File: src/rtl/latch_dump_ctrl.sv
// Walks a fixed table of latch-select codes, captures each 32-bit latch word
// from the mux and streams it as four bytes to a UART transmitter.
module latch_dump_ctrl #(
  parameter bit MSB_FIRST = 1'b1
) (
  input  logic        clk,
  input  logic        rst,
  input  logic        i_start,
  input  logic [31:0] i_mux_data,
  input  logic        i_tx_ready,
  output logic [6:0]  o_mux_sel,
  output logic [7:0]  o_tx_data,
  output logic        o_tx_valid,
  output logic        o_busy,
  output logic        o_done
);

  typedef enum logic [2:0] {
    S_IDLE, S_SELECT, S_WAIT, S_CAPTURE, S_SEND, S_NEXT, S_DONE
  } state_t;

  localparam logic [4:0] LAST_IDX = 5'd18;

  state_t      state;
  logic [4:0]  idx;
  logic [1:0]  cnt;
  logic [31:0] word_buf;

  function automatic logic [6:0] code_of(input logic [4:0] i);
    case (i)
      5'd0:    return 7'h00;
      5'd1:    return 7'h01;
      5'd2:    return 7'h10;
      5'd3:    return 7'h11;
      5'd4:    return 7'h12;
      5'd5:    return 7'h13;
      5'd6:    return 7'h14;
      5'd7:    return 7'h15;
      5'd8:    return 7'h20;
      5'd9:    return 7'h21;
      5'd10:   return 7'h23;
      5'd11:   return 7'h24;
      5'd12:   return 7'h25;
      5'd13:   return 7'h30;
      5'd14:   return 7'h31;
      5'd15:   return 7'h32;
      5'd16:   return 7'h33;
      5'd17:   return 7'h40;
      5'd18:   return 7'h41;
      default: return 7'h00;
    endcase
  endfunction

  // Byte n of the transmit order; MSB_FIRST maps n=0 to bits [31:24].
  function automatic logic [7:0] pick_byte(input logic [31:0] w, input logic [1:0] n);
    logic [1:0] k;
    k = MSB_FIRST ? (2'd3 - n) : n;
    case (k)
      2'd0:    return w[7:0];
      2'd1:    return w[15:8];
      2'd2:    return w[23:16];
      default: return w[31:24];
    endcase
  endfunction

  always_ff @(posedge clk or posedge rst) begin
    if (rst) begin
      state      <= S_IDLE;
      idx        <= 5'd0;
      cnt        <= 2'd0;
      word_buf   <= 32'd0;
      o_mux_sel  <= 7'h00;
      o_tx_data  <= 8'h00;
      o_tx_valid <= 1'b0;
      o_busy     <= 1'b0;
      o_done     <= 1'b0;
    end else begin
      o_done <= 1'b0;
      case (state)
        S_IDLE: begin
          if (i_start) begin
            idx    <= 5'd0;
            o_busy <= 1'b1;
            state  <= S_SELECT;
          end
        end
        S_SELECT: begin
          o_mux_sel <= code_of(idx);
          state     <= S_WAIT;
        end
        // The mux registers its output, so the word is not usable until CAPTURE.
        S_WAIT: state <= S_CAPTURE;
        S_CAPTURE: begin
          word_buf   <= i_mux_data;
          cnt        <= 2'd0;
          o_tx_data  <= pick_byte(i_mux_data, 2'd0);
          o_tx_valid <= 1'b1;
          state      <= S_SEND;
        end
        S_SEND: begin
          if (i_tx_ready) begin
            if (cnt == 2'd3) begin
              o_tx_valid <= 1'b0;
              state      <= S_NEXT;
            end else begin
              cnt       <= cnt + 2'd1;
              o_tx_data <= pick_byte(word_buf, cnt + 2'd1);
            end
          end
        end
        S_NEXT: begin
          if (idx == LAST_IDX) begin
            o_done <= 1'b1;
            state  <= S_DONE;
          end else begin
            idx   <= idx + 5'd1;
            state <= S_SELECT;
          end
        end
        S_DONE: begin
          o_mux_sel <= 7'h00;
          o_busy    <= 1'b0;
          state     <= S_IDLE;
        end
        default: begin
          o_tx_valid <= 1'b0;
          o_busy     <= 1'b0;
          state      <= S_IDLE;
        end
      endcase
    end
  end

endmodule

File: config.mk
export PLATFORM = sky130hd
export DESIGN_NAME = latch_dump_ctrl
export DESIGN_NICKNAME = d
export VERILOG_FILES = /design/src/rtl/latch_dump_ctrl.sv
export SDC_FILE = /design/constraint.sdc
export NUM_CORES = 1
export LEC_CHECK = 0
export CORE_MARGIN = 2
export CORE_UTILIZATION = 55
export DETAILED_ROUTE_END_ITERATION = 8
export MAX_ROUTING_LAYER = met4
export PLACE_DENSITY = 0.83
export SYNTH_ARGS = -nofsm -noshare
export SYNTH_HDL_FRONTEND = slang
export SYNTH_SLANG_ARGS = --single-unit
export TNS_END_PERCENT = 20
File: constraint.sdc
create_clock -name clk -period 3 [get_ports clk]
set_clock_uncertainty 0.15 [all_clocks]
set_input_delay 0.3 -clock clk [delete_from_list [all_inputs] [get_ports clk]]
set_output_delay 0.3 -clock clk [all_outputs]
set_load 0.005 [all_outputs]
==> deck_impl_summary.md <==
Implementation Results

Critical path
  – CP Max Fanout: 20
  – Required @ worst endpoint: 3.03 ns
  – Slowest stage delay, CP: 0.58 ns
  – Crit path launch type: flop
  – Cell family with most CP delay: AND-OR/OR-AND gates

Layout
  – Fillcell total: 396
  – Final nets: 358
  – Share of cells above drive strength 1: 19.2%
  – # diodes: 0
  – Area Overhead vs Synth: 24.2%
  – Non-Filler Instances: 388

Detailed routing
  – Via count: 2186
  – 1st-pass router iterations: 4
  – Final WL: 6200 µm
  – Vias per inst: 5.63
  – Remaining antenna violation count: 0
  – DRC: 0

Yosys
  – Dominant flop cell: dfrtp_1
  – Post-synth area from yosys stat: 2940 µm²
  – Mapped cell area: 2940 µm²
  – Yosys top cell by area: dfrtp_1
  – Seq share, synth: 50.1%
  – Syn_nets: 311
  – Distinct lib cells: 43
  – Synth cell count leaders: dfrtp_1 (59), mux2_2 (36), inv_1 (24)

Power and ir drop
  – Worst vdd rail ir drop: 0.000571 V
  – Pwr Density: 900 nW/µm²
  – Leak Pwr: 1.59 nW

STA
  – Period minus WS final: 2.41 ns
  – Slew headroom: 43.9%
  – Post-route clock period utilization: 80.5%
  – Measured slew at the worst slew-check pin: 0.830 ns
  – Final Hold Vio Count: 0
  – Max Fclk: 0.414 GHz
  – Final setup vio count: 0

Placed design
  – Final Wtd Congestion: 0.899
  – Post-DP HPWL: 4370 µm
  – Placed Cells: 373

Clocking
  – Clock buffer depth: 2
  – Insertion Delay late pin: 0.33 ns
  – Clk root buf: clkbuf_8
  – CTS tree: built

GRT
  – GRT Total Usage: 23.3%
  – Initial antenna violation count: 0

Floorplan
  – Fp util: 57.3%
  – Die H: 77.2 µm
  – Cell row count: 26

Outcome
  – Outcome: completed
## per-layer routing
layer / up-vias / global-route usage (%) / wire, µm
met5: - / - / 0
met4: 0 / 11.6 / 77
met3: 6 / 3.88 / 281
met2: 61 / 33.7 / 2980
met1: 1073 / 31.9 / 2860
li1: 1046 / - / -
## metrics by stage
step | instance area [µm²] | hold WS (ns) | power (mW)
3_5_place_dp | 3500 | 0.317 | 2.69
4_1_cts | 3660 | 0.225 | 3.30
3_3_place_gp | 3500 | 0.314 | 2.63
2_1_floorplan | 2940 | 0.289 | 2.24
5_1_grt | 3660 | 0.280 | 3.52
6_report | 3660 | 0.218 | 3.29
## registers in the layout, indices dropped and copies added (netlist names), 2 cells and up
| signal | count |
|---|---|
| word_buf | 32 |
| o_mux_sel | 6 |
| idx | 5 |
| state | 3 |
| cnt | 2 |
| o_tx_data | 8 |
## worst reg2reg max path, stage by stage (launching register included)
cell and delay (ns):
dfrtp_1 0.58, or3b_1 0.44, buf_4 0.21, o31a_1 0.52, a211oi_2 0.29, a21oi_1 0.07
## where the power goes
group / switching, mW / internal, mW
registers: 0.266 / 1.16
logic: 0.536 / 0.717
clock network: 0.299 / 0.314
total: 1.10 / 2.19
## cells in the final DEF, fill, tap and decap left out, drive strengths merged, types with 3 or more instances in the layout
| master | count |
|---|---|
| nand2 | 16 |
| clkinv | 3 |
| nand3 | 3 |
| a21o | 4 |
| clkdlybuf4s50 | 52 |
| a21oi | 23 |
| a221oi | 10 |
| dfrtp | 59 |
| a211oi | 8 |
| ha | 8 |
| mux2 | 36 |
| clkbuf | 12 |
| buf | 3 |
| inv | 24 |
| nor2 | 10 |
| nand2b | 5 |
| o21ai | 7 |
| a22oi | 8 |
## worst paths after layout
| path | endpoint | slack, ns | cells past startpoint |
|---|---|---|---|
| worst max-delay path | o_tx_data[6] | 0.59 | 5 |
| worst min-delay path | word_buf[19] | 0.22 | 2 |
| worst max register to register | o_tx_data[6] | 0.59 | 5 |
| worst min register to register | o_busy | 0.33 | 1 |
| max in group asynchronous | word_buf[25] | 1.90 | 3 |
| min in group clk | o_busy | 0.33 | 1 |
## cell families (layout without fill, tap and decap cells)
kind of cell / after synthesis / count (layout) / synth area share (%)
compound gates: 71 / 71 / 17.6
buf+inv: 43 / 94 / 6.12
simple gates: 46 / 46 / 7.91
mux: 37 / 37 / 14.1
fa+ha+maj: 8 / 8 / 3.40
other cells: 1 / 1 / 0.127
flops: 59 / 59 / 50.1
xor+xnor: 2 / 2 / 0.595
## area by class of cell
cell class | count | area (µm²) | area share, %
inverters | 24 | 90.1 | 2.46
clock inverters | 3 | 15.0 | 0.411
well taps | 70 | 87.6 | 2.39
repair buffers | 55 | 556 | 15.2
flip-flops and latches | 59 | 1480 | 40.4
multi-input cells | 165 | 1290 | 35.2
clock buffers | 12 | 145 | 3.97
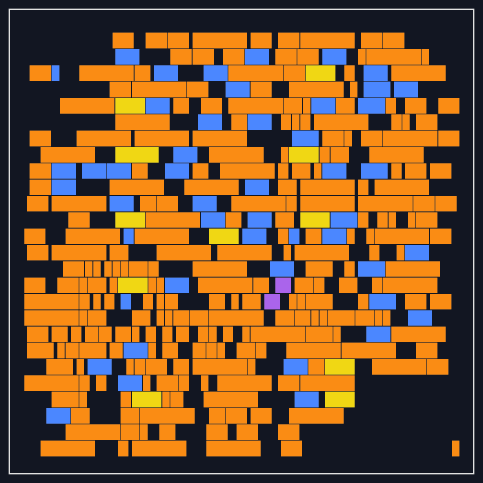
Figure 1: cells by drive strength.
Drawn at 6 px/µm.
- _0 and _1 cells: orange (cells 257)
- _3 and _4 cells: purple (cells 2)
- _2 cells: blue (cells 48)
- _6 and larger: yellow (cells 11)

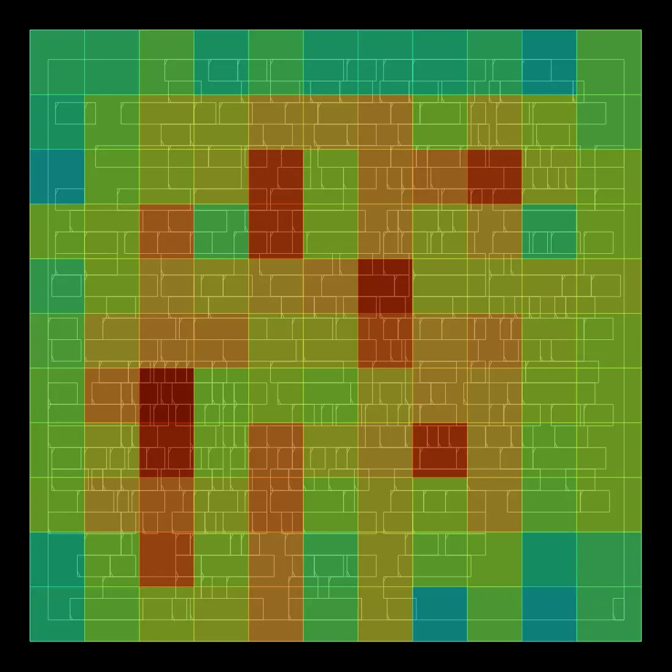
Figure 2: track usage over the die.
M1 GR Usage: 31.9%
wire length per cell: 16.0 µm
busiest grt layer: met2
Util after Layout: 71.2%

Power and IR drop assume default switching activity.
